==> config.mk <==
export PLATFORM = sky130hd
export DESIGN_NAME = det_matrix_loader
export DESIGN_NICKNAME = d
export VERILOG_FILES = /design/src/rtl/det_matrix_loader.sv
export SDC_FILE = /design/constraint.sdc
export NUM_CORES = 1
export LEC_CHECK = 0
export ABC_CLOCK_PERIOD_IN_PS = 3400
export CORE_AREA = 2 2 114 116
export CTS_CLUSTER_SIZE = 14
export DETAILED_ROUTE_END_ITERATION = 6
export DIE_AREA = 0 0 116 118
export HOLD_SLACK_MARGIN = 0.08
export PLACE_DENSITY_LB_ADDON = 0.12
export SYNTH_ARGS = -nofsm -noshare
export SYNTH_HDL_FRONTEND = slang
export SYNTH_SLANG_ARGS = --single-unit
export TNS_END_PERCENT = 10
==> constraint.sdc <==
create_clock -name clk -period 3.4 [get_ports clk]
set_input_delay 0.68 -clock clk [delete_from_list [all_inputs] [get_ports clk]]
set_output_delay 0.68 -clock clk [all_outputs]
set_load 0.05 [all_outputs]
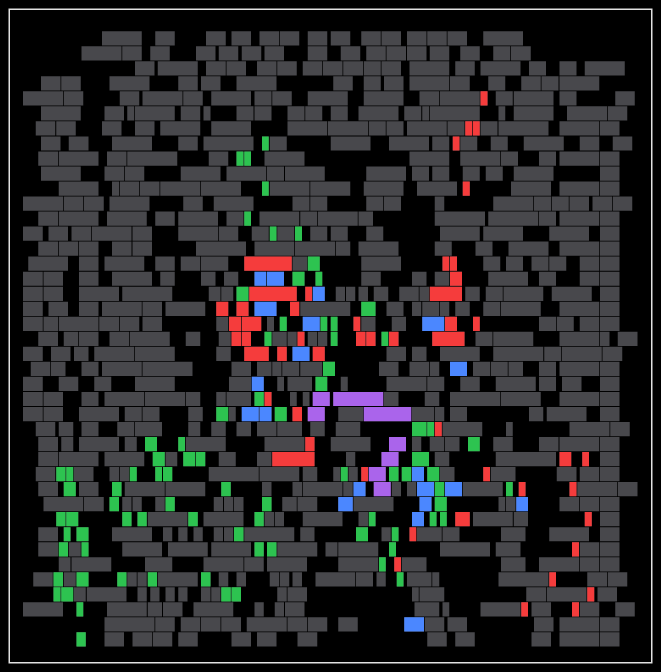
(selected gate families)
[red] nor cells | cells: 50 | most used: nor2_1
[blue] and/or cells | cells: 20 | most used: and4_1
[purple] xor and xnor cells | cells: 8
[green] nand cells | cells: 82 | most used: nand2_1
combinational share of cell area: 0.327
Top cell excl fill/tap: clkdlybuf4s50_1
final non-filler cell total: 933

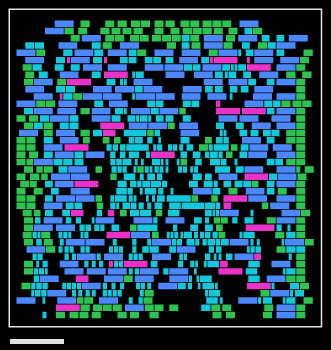
(placed cells, one colour a class)
Scale bar: 20 um.
[cyan] remaining logic cells | cells: 387
[blue] registers | cells: 148
[green] remaining buffers and delay cells | cells: 194
[magenta] clock drivers and dummy loads | cells: 32
Core ar.: 12400 sq um
finished layout cell area: 8370 sq um
final core occ: 0.674
register fraction of the total cell area: 0.354
Std-Cell Rows: 41

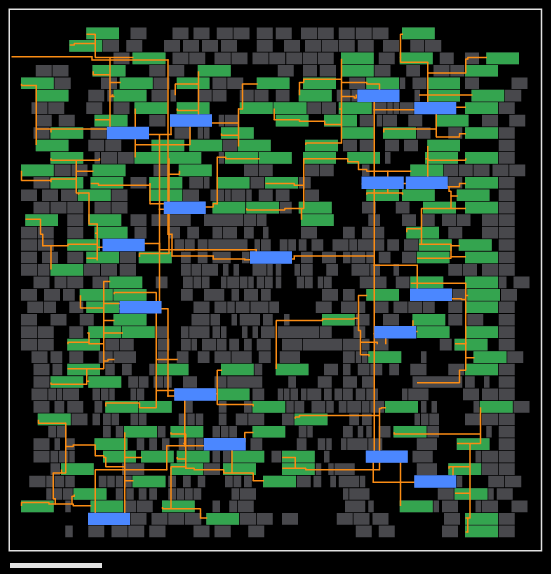
(clock distribution)
Scale bar: 20 um.
[green] flip-flops | count: 148
[orange] clock wires | length: 1680 um
[blue] clock-net drivers | count: 17
flops lie: widely spread
routed clock nets: 18
P_clk: 1.77 mW
Skew-Pair Late Insertion Delay: 0.42 ns

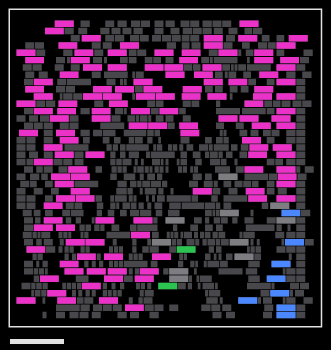
(register map, names as in the netlist)
Scale bar: 20 um. Other sequential cells in the stronger grey, the rest of the logic in the fainter grey.
[green] r_off | placed flops: 2
[magenta] mat_flat | placed flops: 128 | where: widely spread
[blue] res_data | placed flops: 8 | where: south-east
FF/Latch Area: 2960 sq um
sequential power: 1.83 mW

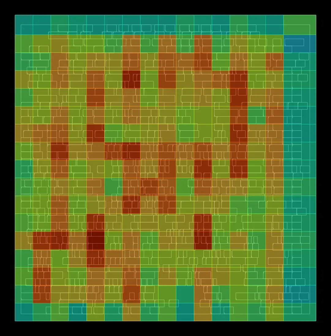
(congestion heat map)
wire per inst: 18.5 um
grt met2 use: 0.408
GRT met1 Usage: 0.333

==> results.cfg <==
; yosys + openroad results
[worst_setup_path]
cp.arrival_ns = 3.53
r2r_slack_ns = 0.23
slowest_stage = nor3_1
cp-start-kind = flip-flop
cpPeakStageDelay_ns = 0.74
cp_max_fo = 10
path_cells = ha_1 > xor3_1 > inv_1 > ha_1 > inv_2 > nand2_1 > nand4b_1 > nor3_1 > a22o_1
reg2regPathDepth = 9
end_kind = flip-flop

[cts]
post_cts_buffers = 0
cts-root-buf = clkbuf_16
cts_tree = yes
htree_levels = 4
post_cts_resized = 0
clock_path_buffers = 2
clkTransAtPathRegs_ns = 0.06
cts_made_buffers = 17
holdBufCountCts = 0

[die]
fp.dieW_um = 116
die_y_um = 118
io_pins = 162
die_area_sq_um = 13700

[power]
p_leak_nw = 2.93
p_comb_mw = 1.88
p_clk_frac = 0.322
p_seq_frac = 0.334
p_comb_frac = 0.344
peakVddDrop_uv = 281
maxPowerGroup = combinational logic
p_sw_frac = 0.369
p_switching_mw = 2.02
internal-power_mw = 3.46
p_per_area_nw_per_um2 = 655

[timing]
period_used_share = 0.932
hold_viol = 0
slew_violations = 0
rsz0062_at_grt = false
tightest_slew_ns = 1.19
fin_crit_ns = 3.17
skew_ns = 0.00574
max_freq_ghz = 0.315
setup_violations = 0
fin_ws_ns = 0.230
maxSlewHeadroom = 0.205

[layout]
nNetsFinal = 783
nFillCells = 1015
largest_reg_flops = 128
drive_gt1_frac = 0.112
num_antenna_cells = 0
syn2layout_area_growth_pct = 42.4
logic_area_sq_um = 2740

[logic_synthesis]
ys_seq_share = 0.504
muxShareOfSynthArea = 0.0189
synth-async-reset-ratio = 0
synth.logic.top_family = AND-OR/OR-AND gates
yosys_area_sq_um = 5880
top_cell_area_share = 0.504
yosysUniqueCellTypes = 61
simple_gate_share = 0.148
avgSynthCellArea_sq_um = 10.3
synthCells = 573
syn_nets = 608
synth_flops = 148
ys_sh_adder = 0.0277
xor_area_frac = 0.0172
synthTopCellsByArea = dfxtp_1, a22o_1, a32o_1
synth_top_cell_by_area = dfxtp_1
edf_count = 0
syn_area_sq_um = 5880

[place]
portBuffers = 161
hpwl_um = 12300
pre_cts_ws_ns = -0.146
gp_congestion = 0.908

[global_routing]
antenna_found_initial = 0
first_global_vias = 5286
grt_pass1_wl_um = 27500
grt-ovfl-total = 0
grt_max_degree = 34

[drt]
ant_nets = 0
vias = 5445
dr.pass1.iters = 5
wl_um = 17200
drt_iter0_markers = 474

[job]
cap_violations = 0

[min_path]
hold_depth = 1

[outcome]
status = complete, no violations
[synthesized netlist by cell type (all sizes together) (6+ instances only)]
cell	instances
dfxtp	148
a22o	39
a32o	34
clkbuf	32
nand2	32
a21oi	31
o2bb2ai	30
nor2	29
nand3	28
o21ai	24
ha	13
nand4	13
inv	12
nor3	12
mux2i	10
a31oi	8
buf	6
nand2b	6
[final cells by class]
type,count,area share
sequential,148,0.354
timing repair buffer,194,0.222
tap,172,0.0257
multi-input combinational,375,0.327
inverter,12,0.00538
clock inverter,7,0.00867
clock buffer,25,0.0580
[metrics by stage]
| step | utilization | TNS (ns) | total power [mW] | hold slack (ns) | instances |
|---|---|---|---|---|---|
| 2_1_floorplan | - | 0 | 3.09 | 0.457 | 573 |
| 3_3_place_gp | 0.629 | 0 | 3.66 | 0.450 | 901 |
| 3_5_place_dp | 0.629 | -1.55 | 3.71 | 0.452 | 901 |
| 4_1_cts | 0.674 | 0 | 5.47 | 0.469 | 933 |
| 5_1_grt | 0.674 | 0 | 5.72 | 0.483 | 933 |
| 6_report | 0.674 | 0 | 5.48 | 0.464 | 933 |
[worst max-delay path, delay by kind of cell, from the launching register on]
family          cells  cell delay (ns)
flops               1             0.36
buf+inv             2             0.30
xor+xnor            1             0.26
fa+ha+maj           2             0.67
simple gates        3             1.27
compound gates      1             0.24
[logic make-up after synthesis]
group,Yosys count
compound gates,191
xor+xnor,8
fa+ha+maj,13
buf+inv,50
flops,148
mux,11
simple gates,152
[metal layers]
layer	wire (um)	up-vias	GRT usage
met2	8130	247	0.408
met5	0	-	0
met4	346	0	0.0893
met3	1140	31	0.0644
li1	-	2559	-
met1	7620	2608	0.333
Power figures rest on the tool's default switching activity, not on a simulated workload.
